**Track usage over the die**

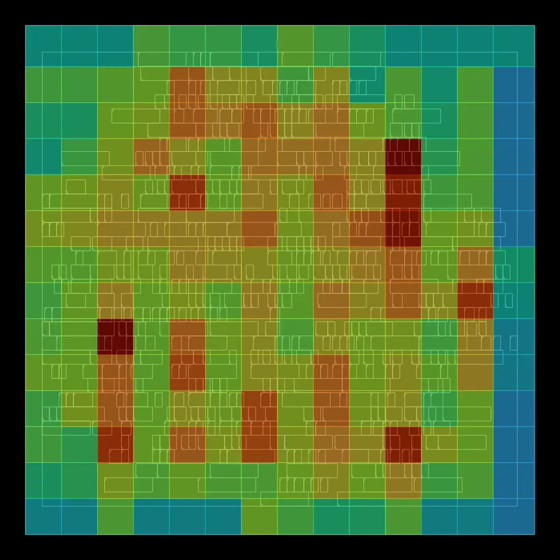
**Clock distribution**

Drawn at 4 px/µm.
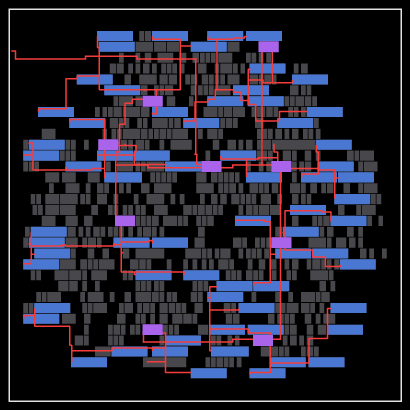
**Cell density map**

Drawn at 4 px/µm. 10 x 10 tiles, from dark blue (low) to red (high), 0 to 100% covered.
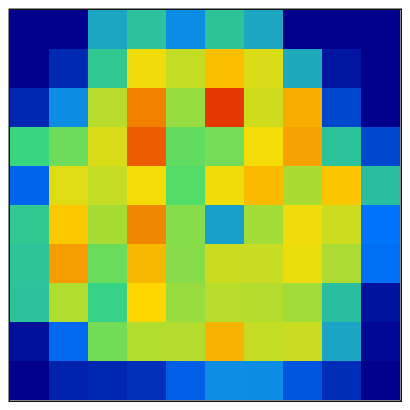
**Met3 routing**

Drawn at 4 px/µm. Cells faint in the background.
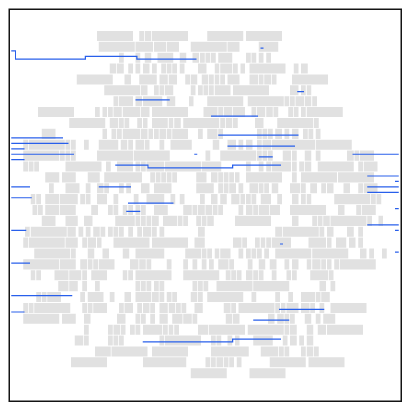
**Nets reached from selected ports**

Drawn at 3 px/µm.
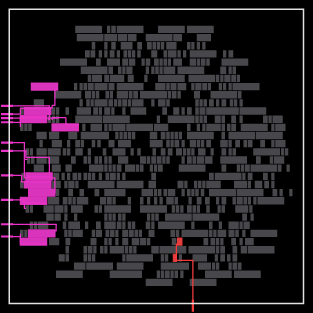
[src/rtl/ssd1306_pkg.sv]
// Shared opcodes, FSM states and frame sizes for the SSD1306 frame sequencer.
// Contents: command opcodes, seq_state_e, FRAME_BYTES/CMD_BYTES, cmd_rom().
package ssd1306_pkg;

   localparam logic [7:0] OP_MEMORYMODE = 8'h20;
   localparam logic [7:0] OP_COLUMNADDR = 8'h21;
   localparam logic [7:0] OP_PAGEADDR   = 8'h22;
   localparam logic [7:0] OP_NORMAL     = 8'hA6;
   localparam logic [7:0] OP_INVERT     = 8'hA7;
   localparam logic [7:0] OP_DISPLAYON  = 8'hAF;

   localparam int FRAME_BYTES = 1024;
   localparam int CMD_BYTES   = 10;
   localparam int TOTAL_BYTES = FRAME_BYTES + CMD_BYTES;

   typedef enum logic [2:0] {
      ST_IDLE,
      ST_LOAD,
      ST_SHIFT,
      ST_TAIL,
      ST_GUARD
   } seq_state_e;

   // Configuration burst: horizontal addressing, full column
   // and page window, normal/inverse, display on.
   function automatic logic [7:0] cmd_rom(
      input logic [3:0] idx,
      input logic       inv
   );
      logic [7:0] b;
      case (idx)
         4'd0:    b = OP_MEMORYMODE;
         4'd1:    b = 8'h00;
         4'd2:    b = OP_COLUMNADDR;
         4'd3:    b = 8'h00;
         4'd4:    b = 8'h7F;
         4'd5:    b = OP_PAGEADDR;
         4'd6:    b = 8'h00;
         4'd7:    b = 8'h07;
         4'd8:    b = inv ? OP_INVERT : OP_NORMAL;
         default: b = OP_DISPLAYON;
      endcase
      return b;
   endfunction

endpackage

[src/rtl/spi_byte_tx.sv]
// SPI mode-0 byte shifter: one load pulse sends 8 bits MSB first.
// Ports: load_i/byte_i/dc_i in; done_o (last cycle of bit 0); scl_o/mosi_o/dc_o out.
module spi_byte_tx
   import ssd1306_pkg::*;
#(
   parameter int CLK_DIV = 4
) (
   input  logic       clk_i,
   input  logic       rst_i,
   input  logic       load_i,
   input  logic [7:0] byte_i,
   input  logic       dc_i,
   output logic       done_o,
   output logic       scl_o,
   output logic       mosi_o,
   output logic       dc_o
);

   localparam logic [7:0] HALF_LAST = 8'(CLK_DIV - 1);

   logic       active_q, active_d;
   logic       scl_q, scl_d;
   logic       mosi_q, mosi_d;
   logic       dc_q, dc_d;
   logic [6:0] sh_q, sh_d;
   logic [7:0] div_q, div_d;
   logic [2:0] bit_q, bit_d;
   logic       half_end;

   always_comb begin
      half_end = (div_q == HALF_LAST);
      done_o   = active_q & scl_q & half_end & (bit_q == 3'd0);
      active_d = active_q;
      scl_d    = scl_q;
      mosi_d   = mosi_q;
      dc_d     = dc_q;
      sh_d     = sh_q;
      div_d    = div_q;
      bit_d    = bit_q;
      if (load_i) begin
         active_d = 1'b1;
         scl_d    = 1'b0;
         mosi_d   = byte_i[7];
         sh_d     = byte_i[6:0];
         dc_d     = dc_i;
         div_d    = '0;
         bit_d    = 3'd7;
      end else if (active_q) begin
         if (half_end) begin
            div_d = '0;
            scl_d = ~scl_q;
            // Falling edge: present the next bit.
            if (scl_q) begin
               mosi_d = sh_q[6];
               sh_d   = {sh_q[5:0], 1'b0};
               if (bit_q == 3'd0) begin
                  active_d = 1'b0;
               end else begin
                  bit_d = bit_q - 3'd1;
               end
            end
         end else begin
            div_d = div_q + 8'd1;
         end
      end
   end

   always_ff @(posedge clk_i or posedge rst_i) begin
      if (rst_i) begin
         active_q <= 1'b0;
         scl_q    <= 1'b0;
         mosi_q   <= 1'b0;
         dc_q     <= 1'b0;
         sh_q     <= '0;
         div_q    <= '0;
         bit_q    <= '0;
      end else begin
         active_q <= active_d;
         scl_q    <= scl_d;
         mosi_q   <= mosi_d;
         dc_q     <= dc_d;
         sh_q     <= sh_d;
         div_q    <= div_d;
         bit_q    <= bit_d;
      end
   end

   assign scl_o  = scl_q;
   assign mosi_o = mosi_q;
   assign dc_o   = dc_q;

endmodule

[src/rtl/ssd1306_frame_sequencer.sv]
// Pushes one 128x64 frame (10 command + 1024 data bytes) into an SSD1306 over SPI.
// Ports: start_i/invert_i request; busy_o/done_o status; rd_addr_o/rd_data_i RAM; ss/scl/mosi/dc SPI.
module ssd1306_frame_sequencer
   import ssd1306_pkg::*;
#(
   parameter int CLK_DIV = 4
) (
   input  logic       rst_i,
   input  logic       clk_i,
   input  logic       start_i,
   input  logic       invert_i,
   output logic       busy_o,
   output logic       done_o,
   output logic [9:0] rd_addr_o,
   input  logic [7:0] rd_data_i,
   output logic       ss_o,
   output logic       scl_o,
   output logic       mosi_o,
   output logic       dc_o
);

   localparam logic [7:0]  DIV_LAST = 8'(CLK_DIV - 1);
   localparam logic [10:0] LAST_IDX = 11'(TOTAL_BYTES - 1);
   localparam logic [10:0] CMD_N    = 11'(CMD_BYTES);

   seq_state_e  state_q, state_d;
   logic [7:0]  gap_q, gap_d;
   logic [10:0] cnt_q, cnt_d;
   logic        pend_q, pend_d;
   logic        inv_q, inv_d;
   logic        busy_q, busy_d;
   logic        done_q, done_d;
   logic        ss_q, ss_d;
   logic [9:0]  addr_q, addr_d;
   logic [7:0]  byte_q, byte_d;

   logic        tx_load;
   logic [7:0]  tx_byte;
   logic        tx_dc;
   logic        tx_done;
   logic        is_data;
   logic        gap_last;
   logic [10:0] nxt_cnt;

   spi_byte_tx #(
      .CLK_DIV (CLK_DIV)
   ) u_tx (
      .clk_i  (clk_i),
      .rst_i  (rst_i),
      .load_i (tx_load),
      .byte_i (tx_byte),
      .dc_i   (tx_dc),
      .done_o (tx_done),
      .scl_o  (scl_o),
      .mosi_o (mosi_o),
      .dc_o   (dc_o)
   );

   always_comb begin
      state_d  = state_q;
      gap_d    = gap_q;
      cnt_d    = cnt_q;
      pend_d   = pend_q;
      inv_d    = inv_q;
      busy_d   = busy_q;
      done_d   = 1'b0;
      ss_d     = ss_q;
      addr_d   = addr_q;
      byte_d   = byte_q;
      tx_load  = 1'b0;
      nxt_cnt  = cnt_q + 11'd1;
      is_data  = (cnt_q >= CMD_N);
      gap_last = (gap_q == DIV_LAST);
      tx_dc    = is_data;
      // RAM data is valid on the second gap cycle; with CLK_DIV=2
      // that is also the load cycle, so bypass the capture register.
      if (is_data) begin
         tx_byte = (gap_q == 8'd1) ? rd_data_i : byte_q;
      end else begin
         tx_byte = cmd_rom(cnt_q[3:0], inv_q);
      end
      if (state_q != ST_IDLE && start_i) begin
         pend_d = 1'b1;
      end
      unique case (state_q)
         ST_IDLE: begin
            if (start_i || pend_q) begin
               state_d = ST_LOAD;
               pend_d  = 1'b0;
               inv_d   = invert_i;
               busy_d  = 1'b1;
               ss_d    = 1'b0;
               cnt_d   = '0;
               gap_d   = '0;
            end
         end
         ST_LOAD: begin
            gap_d = gap_q + 8'd1;
            if (gap_q == 8'd1) begin
               byte_d = rd_data_i;
            end
            if (gap_last) begin
               tx_load = 1'b1;
               gap_d   = '0;
               state_d = ST_SHIFT;
            end
         end
         ST_SHIFT: begin
            if (tx_done) begin
               if (cnt_q < LAST_IDX) begin
                  cnt_d   = nxt_cnt;
                  state_d = ST_LOAD;
                  if (nxt_cnt >= CMD_N) begin
                     addr_d = 10'(nxt_cnt - CMD_N);
                  end
               end else begin
                  state_d = ST_TAIL;
               end
            end
         end
         ST_TAIL: begin
            gap_d = gap_q + 8'd1;
            if (gap_last) begin
               gap_d   = '0;
               ss_d    = 1'b1;
               done_d  = 1'b1;
               busy_d  = 1'b0;
               state_d = ST_GUARD;
            end
         end
         ST_GUARD: begin
            gap_d = gap_q + 8'd1;
            if (gap_last) begin
               gap_d   = '0;
               state_d = ST_IDLE;
            end
         end
         default: begin
            state_d = ST_IDLE;
         end
      endcase
   end

   always_ff @(posedge clk_i or posedge rst_i) begin
      if (rst_i) begin
         state_q <= ST_IDLE;
         gap_q   <= '0;
         cnt_q   <= '0;
         pend_q  <= 1'b0;
         inv_q   <= 1'b0;
         busy_q  <= 1'b0;
         done_q  <= 1'b0;
         ss_q    <= 1'b1;
         addr_q  <= '0;
         byte_q  <= '0;
      end else begin
         state_q <= state_d;
         gap_q   <= gap_d;
         cnt_q   <= cnt_d;
         pend_q  <= pend_d;
         inv_q   <= inv_d;
         busy_q  <= busy_d;
         done_q  <= done_d;
         ss_q    <= ss_d;
         addr_q  <= addr_d;
         byte_q  <= byte_d;
      end
   end

   assign busy_o    = busy_q;
   assign done_o    = done_q;
   assign ss_o      = ss_q;
   assign rd_addr_o = addr_q;

endmodule

[config.mk]
export PLATFORM = sky130hd
export DESIGN_NAME = ssd1306_frame_sequencer
export DESIGN_NICKNAME = d
export VERILOG_FILES = /design/src/rtl/ssd1306_pkg.sv /design/src/rtl/spi_byte_tx.sv /design/src/rtl/ssd1306_frame_sequencer.sv
export SDC_FILE = /design/constraint.sdc
export NUM_CORES = 1
export LEC_CHECK = 0
export ABC_AREA = 1
export CAP_MARGIN = 20
export CORE_MARGIN = 3
export CORE_UTILIZATION = 50
export DETAILED_ROUTE_END_ITERATION = 10
export DONT_BUFFER_PORTS = 1
export PLACE_DENSITY = 0.74
export SKIP_CTS_REPAIR_TIMING = 1
export SYNTH_ARGS = -nofsm -noshare
export SYNTH_HDL_FRONTEND = slang
export SYNTH_HIERARCHICAL = 1
export SYNTH_SLANG_ARGS = --single-unit
[constraint.sdc]
create_clock -name clk_i -period 2.4 [get_ports clk_i]
set_input_delay 0.48 -clock clk_i [delete_from_list [all_inputs] [get_ports clk_i]]
set_output_delay 0.48 -clock clk_i [all_outputs]
set_load 0.005 [all_outputs]
==> impl_metrics.tcl <==
# place-and-route summary
set metrics [dict create \
    grt_pass1_vias 3477 \
    total_power_uw 2200 \
    rows 32 \
    clkCellAreaFrac 0.0457 \
    crit_required_ns 2.64 \
    r2r_end "rd_addr_o[9]$_DFFE_PP0P_" \
    place_congestion 0.863 \
    pg_clk_uw 1020 \
    yosysMostFrequentCell "nand2_1" \
    cts_sinks 67 \
    comb_area_frac 0.474 \
    top_usage_layer "met2" \
    cp-end-kind "flop" \
    vias 3498 \
    grt.overflow.total 0 \
    n_clock_buffer 10 \
    buffers 10 \
    outcome "finished, final reports clean" \
    seq-power_uw 1140 \
    aoi_share 0.0734 \
    htree_levels 3 \
    grt_max_degree 25 \
    synth.avg_cell_area_um2 7.43 \
    hold_viol 0 \
    io_pins 28 \
    pre_cts_ws_ns 0.0996 \
    met3_usage 0.0510 \
    power_density_nw_per_um2 483 \
]
Back to the opening pictures, 'track usage over the die':
Finished Core Util: 0.573
M2 GR Usage: 0.302
routing usage on met1: 0.265
Routed WL per cell: 12.8 µm

Back to the opening pictures, 'clock distribution':
red -> clock wires  # length 929 µm
purple -> clock drivers  # count 9
blue -> flip-flops  # count 67
flops lie = widely spread

Back to the opening pictures, 'cell density map':
fullest tile = 94%
emptiest ninth of the die = upper right
mean over tiles = 46%

Back to the opening pictures, 'met3 routing':
share of all routed wire = 4.1%
nets with wire on the layer = 33

Back to the opening pictures, 'nets reached from selected ports':
red -> start_i  # bits 1, direction input, end cells 2, buffers 0, wire 26.2 µm
magenta -> rd_addr_o  # bits 10, direction output, end cells 10, buffers 0, wire 202 µm

